**config.mk**
```make
export PLATFORM = sky130hd
export DESIGN_NAME = dcm_rst_seq
export DESIGN_NICKNAME = d
export VERILOG_FILES = /design/src/rtl/dcm_rst_seq.sv
export SDC_FILE = /design/constraint.sdc
export NUM_CORES = 1
export LEC_CHECK = 0
export ABC_AREA = 1
export CAP_MARGIN = 10
export CORE_MARGIN = 1
export CORE_UTILIZATION = 56
export DETAILED_ROUTE_END_ITERATION = 6
export GPL_TIMING_DRIVEN = 0
export PLACE_DENSITY = 0.85
export SYNTH_ARGS = -nofsm -noshare
export SYNTH_HDL_FRONTEND = slang
export SYNTH_SLANG_ARGS = --single-unit
```
**constraint.sdc**
```tcl
create_clock -name clk -period 2 [get_ports clk]
set_input_delay 0.4 -clock clk [delete_from_list [all_inputs] [get_ports clk]]
set_output_delay 0.4 -clock clk [all_outputs]
set_load 0.1 [all_outputs]
```
**src/rtl/dcm_rst_seq.sv**
```systemverilog
// Reset sequencer for N_DCM clock managers followed by the ADC ISERDES stage.
// Resets all DCMs, waits for a confirmed lock on every one, then pulses the ISERDES reset.
//
//  state       | meaning
//  ------------+------------------------------------------------------------
//  S_IDLE      | waiting for init; retry_cnt / rst_fail keep last values
//  S_DCM_RST   | rst_dcm asserted for RST_CYC cycles
//  S_LOCK_WAIT | waiting for lk_all on 2 consecutive cycles, LOCK_TMO limit
//  S_ISD_RST   | rst_iserdes asserted for ISD_CYC cycles, rst_end on last
//  S_FAIL      | lock never achieved within the retry budget; rst_fail set
module dcm_rst_seq #(
    parameter int N_DCM     = 2,
    parameter int RST_CYC   = 3,
    parameter int ISD_CYC   = 3,
    parameter int LOCK_TMO  = 1023,
    parameter int MAX_RETRY = 3,
    parameter int CNT_W     = 10,
    localparam int RTY_W    = (MAX_RETRY > 0) ? $clog2(MAX_RETRY + 1) : 1
) (
    input  logic             clk,
    input  logic             rstb,
    input  logic             init,
    input  logic [N_DCM-1:0] locked,
    output logic             rst_dcm,
    output logic             rst_iserdes,
    output logic             rst_run,
    output logic             rst_end,
    output logic             rst_fail,
    output logic [RTY_W-1:0] retry_cnt
);

    localparam logic [2:0] S_IDLE      = 3'd0;
    localparam logic [2:0] S_DCM_RST   = 3'd1;
    localparam logic [2:0] S_LOCK_WAIT = 3'd2;
    localparam logic [2:0] S_ISD_RST   = 3'd3;
    localparam logic [2:0] S_FAIL      = 3'd4;

    localparam logic [CNT_W-1:0] C_RST_LAST = CNT_W'(RST_CYC - 1);
    localparam logic [CNT_W-1:0] C_ISD_LAST = CNT_W'(ISD_CYC - 1);
    localparam logic [CNT_W-1:0] C_TMO_LAST = CNT_W'(LOCK_TMO - 1);
    localparam logic [RTY_W-1:0] C_MAX_RTY  = RTY_W'(MAX_RETRY);

    logic [2:0]       r_state;
    logic [CNT_W-1:0] r_cnt;
    logic [N_DCM-1:0] r_lk_meta;
    logic [N_DCM-1:0] r_lk_sync;
    logic             r_lk_seen;
    logic [RTY_W-1:0] r_retry;
    logic             r_rst_dcm;
    logic             r_rst_isd;
    logic             r_rst_run;
    logic             r_rst_end;
    logic             r_rst_fail;

    logic [2:0]       w_state_nxt;
    logic [CNT_W-1:0] w_cnt_nxt;
    logic [RTY_W-1:0] w_retry_nxt;
    logic             w_fail_nxt;
    logic             w_lk_all;
    logic             w_retry_ok;

    always_ff @(posedge clk or negedge rstb) begin
        if (!rstb) begin
            r_lk_meta <= '0;
            r_lk_sync <= '0;
        end else begin
            r_lk_meta <= locked;
            r_lk_sync <= r_lk_meta;
        end
    end

    assign w_lk_all   = &r_lk_sync;
    assign w_retry_ok = (r_retry < C_MAX_RTY);

    always_comb begin
        w_state_nxt = r_state;
        w_retry_nxt = r_retry;
        w_fail_nxt  = r_rst_fail;
        case (r_state)
            S_IDLE, S_FAIL: begin
                if (init) begin
                    w_state_nxt = S_DCM_RST;
                    w_retry_nxt = '0;
                    w_fail_nxt  = 1'b0;
                end
            end
            S_DCM_RST: begin
                if (r_cnt == C_RST_LAST) begin
                    w_state_nxt = S_LOCK_WAIT;
                end
            end
            S_LOCK_WAIT: begin
                if (w_lk_all && r_lk_seen) begin
                    w_state_nxt = S_ISD_RST;
                end else if (r_cnt == C_TMO_LAST) begin
                    if (w_retry_ok) begin
                        w_state_nxt = S_DCM_RST;
                        w_retry_nxt = r_retry + RTY_W'(1);
                    end else begin
                        w_state_nxt = S_FAIL;
                        w_fail_nxt  = 1'b1;
                    end
                end
            end
            S_ISD_RST: begin
                // rst_end is already on the wire in the last cycle, so that cycle always completes
                if (r_cnt == C_ISD_LAST) begin
                    w_state_nxt = S_IDLE;
                end else if (!w_lk_all) begin
                    if (w_retry_ok) begin
                        w_state_nxt = S_DCM_RST;
                        w_retry_nxt = r_retry + RTY_W'(1);
                    end else begin
                        w_state_nxt = S_FAIL;
                        w_fail_nxt  = 1'b1;
                    end
                end
            end
            default: begin
                w_state_nxt = S_IDLE;
                w_retry_nxt = '0;
                w_fail_nxt  = 1'b0;
            end
        endcase
    end

    // Counter restarts on every state change and saturates at all-ones.
    assign w_cnt_nxt = (w_state_nxt != r_state) ? '0 :
                       (&r_cnt)                 ? r_cnt :
                                                  r_cnt + CNT_W'(1);

    always_ff @(posedge clk or negedge rstb) begin
        if (!rstb) begin
            r_state    <= S_IDLE;
            r_cnt      <= '0;
            r_lk_seen  <= 1'b0;
            r_retry    <= '0;
            r_rst_dcm  <= 1'b0;
            r_rst_isd  <= 1'b0;
            r_rst_run  <= 1'b0;
            r_rst_end  <= 1'b0;
            r_rst_fail <= 1'b0;
        end else begin
            r_state    <= w_state_nxt;
            r_cnt      <= w_cnt_nxt;
            r_lk_seen  <= (r_state == S_LOCK_WAIT) && (w_state_nxt == S_LOCK_WAIT) && w_lk_all;
            r_retry    <= w_retry_nxt;
            r_rst_dcm  <= (w_state_nxt == S_DCM_RST);
            r_rst_isd  <= (w_state_nxt == S_ISD_RST);
            r_rst_run  <= (w_state_nxt == S_DCM_RST) || (w_state_nxt == S_LOCK_WAIT) ||
                          (w_state_nxt == S_ISD_RST);
            r_rst_end  <= (w_state_nxt == S_ISD_RST) && (w_cnt_nxt == C_ISD_LAST);
            r_rst_fail <= w_fail_nxt;
        end
    end

    assign rst_dcm     = r_rst_dcm;
    assign rst_iserdes = r_rst_isd;
    assign rst_run     = r_rst_run;
    assign rst_end     = r_rst_end;
    assign rst_fail    = r_rst_fail;
    assign retry_cnt   = r_retry;

endmodule
```
==> images/route_heat.png <==
10 x 10 tiles, from black (low) to pale yellow (high), scaled to the fullest tile. Values are wire area over tile area, all layers added.
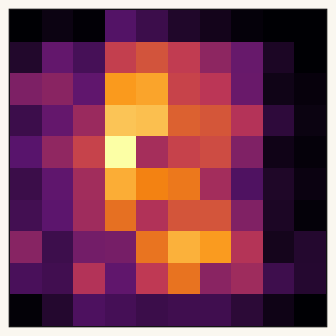
- emptiest ninth of the die: north-east
- nearly empty tiles: 11%
- tiles over half the peak: 25%

==> images/placed.png <==
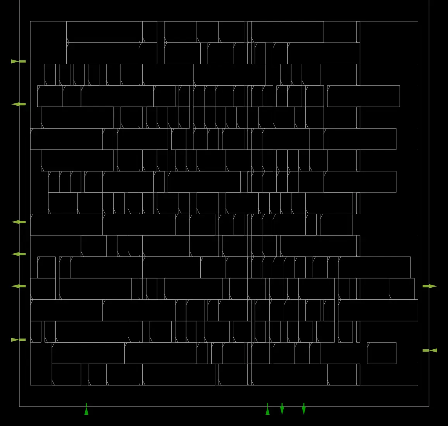
final-layout fill cell count: 145
post-route core utilization: 76.4%

==> images/gates.png <==
The bar under the picture is 20 µm long.
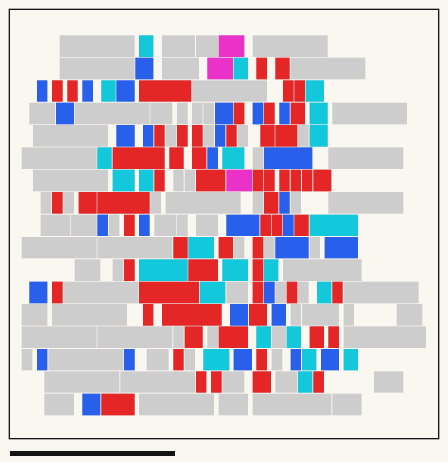
- aoi and oai cells: cyan (cells 23; most used o21ai_0)
- xor and xnor cells: magenta (cells 3; most used xor2_1)
- nor cells: blue (cells 30; most used nor2_1)
- nand cells: red (cells 60; most used nand2_1)

==> impl_metrics.json <==
{
  "async_reset_ff_share_pct": 100,
  "power_per_cell_area_mw_per_mm2": 1420,
  "ys_top_logic_family": "simple AND/OR/NAND/NOR gates",
  "well_tap_count": 28,
  "area_dominant_class": "multi-input combinational cells",
  "place.gp.congestion": 0.923,
  "path_buffers": 3,
  "layout_worst_path_cycle_share_pct": 106,
  "floorplan.initialDensity_pct": 61.5,
  "groute.usage.overall_pct": 23.8,
  "synth_dominant_cell_count": "sky130_fd_sc_hd__nand2_1",
  "ios": 12,
  "cp_slowest_stage_delay_ps": 450,
  "dpl.hpwl_mm": 1.99,
  "timing.critical_path.arrival_ps": 2390,
  "fin_hold_ws_ps": 367,
  "postLayoutSetupSlackWorst_ps": -122,
  "die_height_um": 52,
  "place.port_buffers": 11,
  "route.detailed.vias_per_inst": 5.68,
  "timing_worst_setup_path_type": "flip-flop to flip-flop",
  "worst-endpoint-required_ps": 2270,
  "worst-r2r-cell-count": 16,
  "cts.reportedPaths.clkPinSlew_ps": 130,
  "grt.overflow.total": 0,
  "seq-power_mw": 0.710,
  "lay_top_cells": "35 x sky130_fd_sc_hd__nand2_1, 24 x sky130_fd_sc_hd__inv_1, 23 x sky130_fd_sc_hd__dfrtp_1, 15 x sky130_fd_sc_hd__nor2_1, 10 x sky130_fd_sc_hd__nand3_1",
  "gr-usage-met2_pct": 37.8,
  "comb_power_share_pct": 62.0,
  "detail-route-antenna-nets": 0,
  "power_clock_mw": 0.229,
  "timing.critical_path.cells": "inv_2 > ha_4 > inv_2 > nor3_4 > inv_2 > nor2_4 > nor2_2 > nor2_2 > nand2_2 > nand2_4 > nand2_8 > nand3_4 > nand2_2 > nor2_2 > nand2_1 > nor2_1",
  "setup_viol_count_final": 5,
  "path_delay_family": "simple AND/OR/NAND/NOR gates",
  "cp_max_fo": 4,
  "chipWidth_um": 52,
  "synth.area.mux_share_pct": 0,
  "period_needed_ps": 2120,
  "power.leakage_nw": 0.836,
  "place_area_mm2": 0.00155,
  "power.total_mw": 2.47,
  "leading_power_group": "combinational logic",
  "largestRegisters": "r_cnt (10), r_state (3)",
  "ys.flops": 25,
  "yosys-top-cells-count": "36 x sky130_fd_sc_hd__nand2_1, 27 x sky130_fd_sc_hd__inv_1, 25 x sky130_fd_sc_hd__dfrtp_1",
  "cts_inserted_buffers": 3,
  "synth.cellmix.xorXnorShare_pct": 1.88,
  "worstMarginPinSlew_ps": 963,
  "synthAdderAreaFrac_pct": 2.68,
  "finalNonFillerCells": 223,
  "violated_checks": "negative setup slack",
  "layout.nonclk_buf_share_pct": 9.64,
  "detailroute.via_count": 1267,
  "pg_comb_mw": 1.53,
  "clock_skew_ps": 1.96,
  "proportion_of_netlist_area_held_by_the_largest_area_contributor_pct": 44.7,
  "clkCellAreaFrac_pct": 1.51,
  "drt_pre_antenna_iters": 4,
  "status": "complete, but fails checks",
  "ys.flop_type": "sky130_fd_sc_hd__dfrtp_1",
  "launch_point_of_the_worst_reg_to_reg_path": "r_cnt[0]"
}
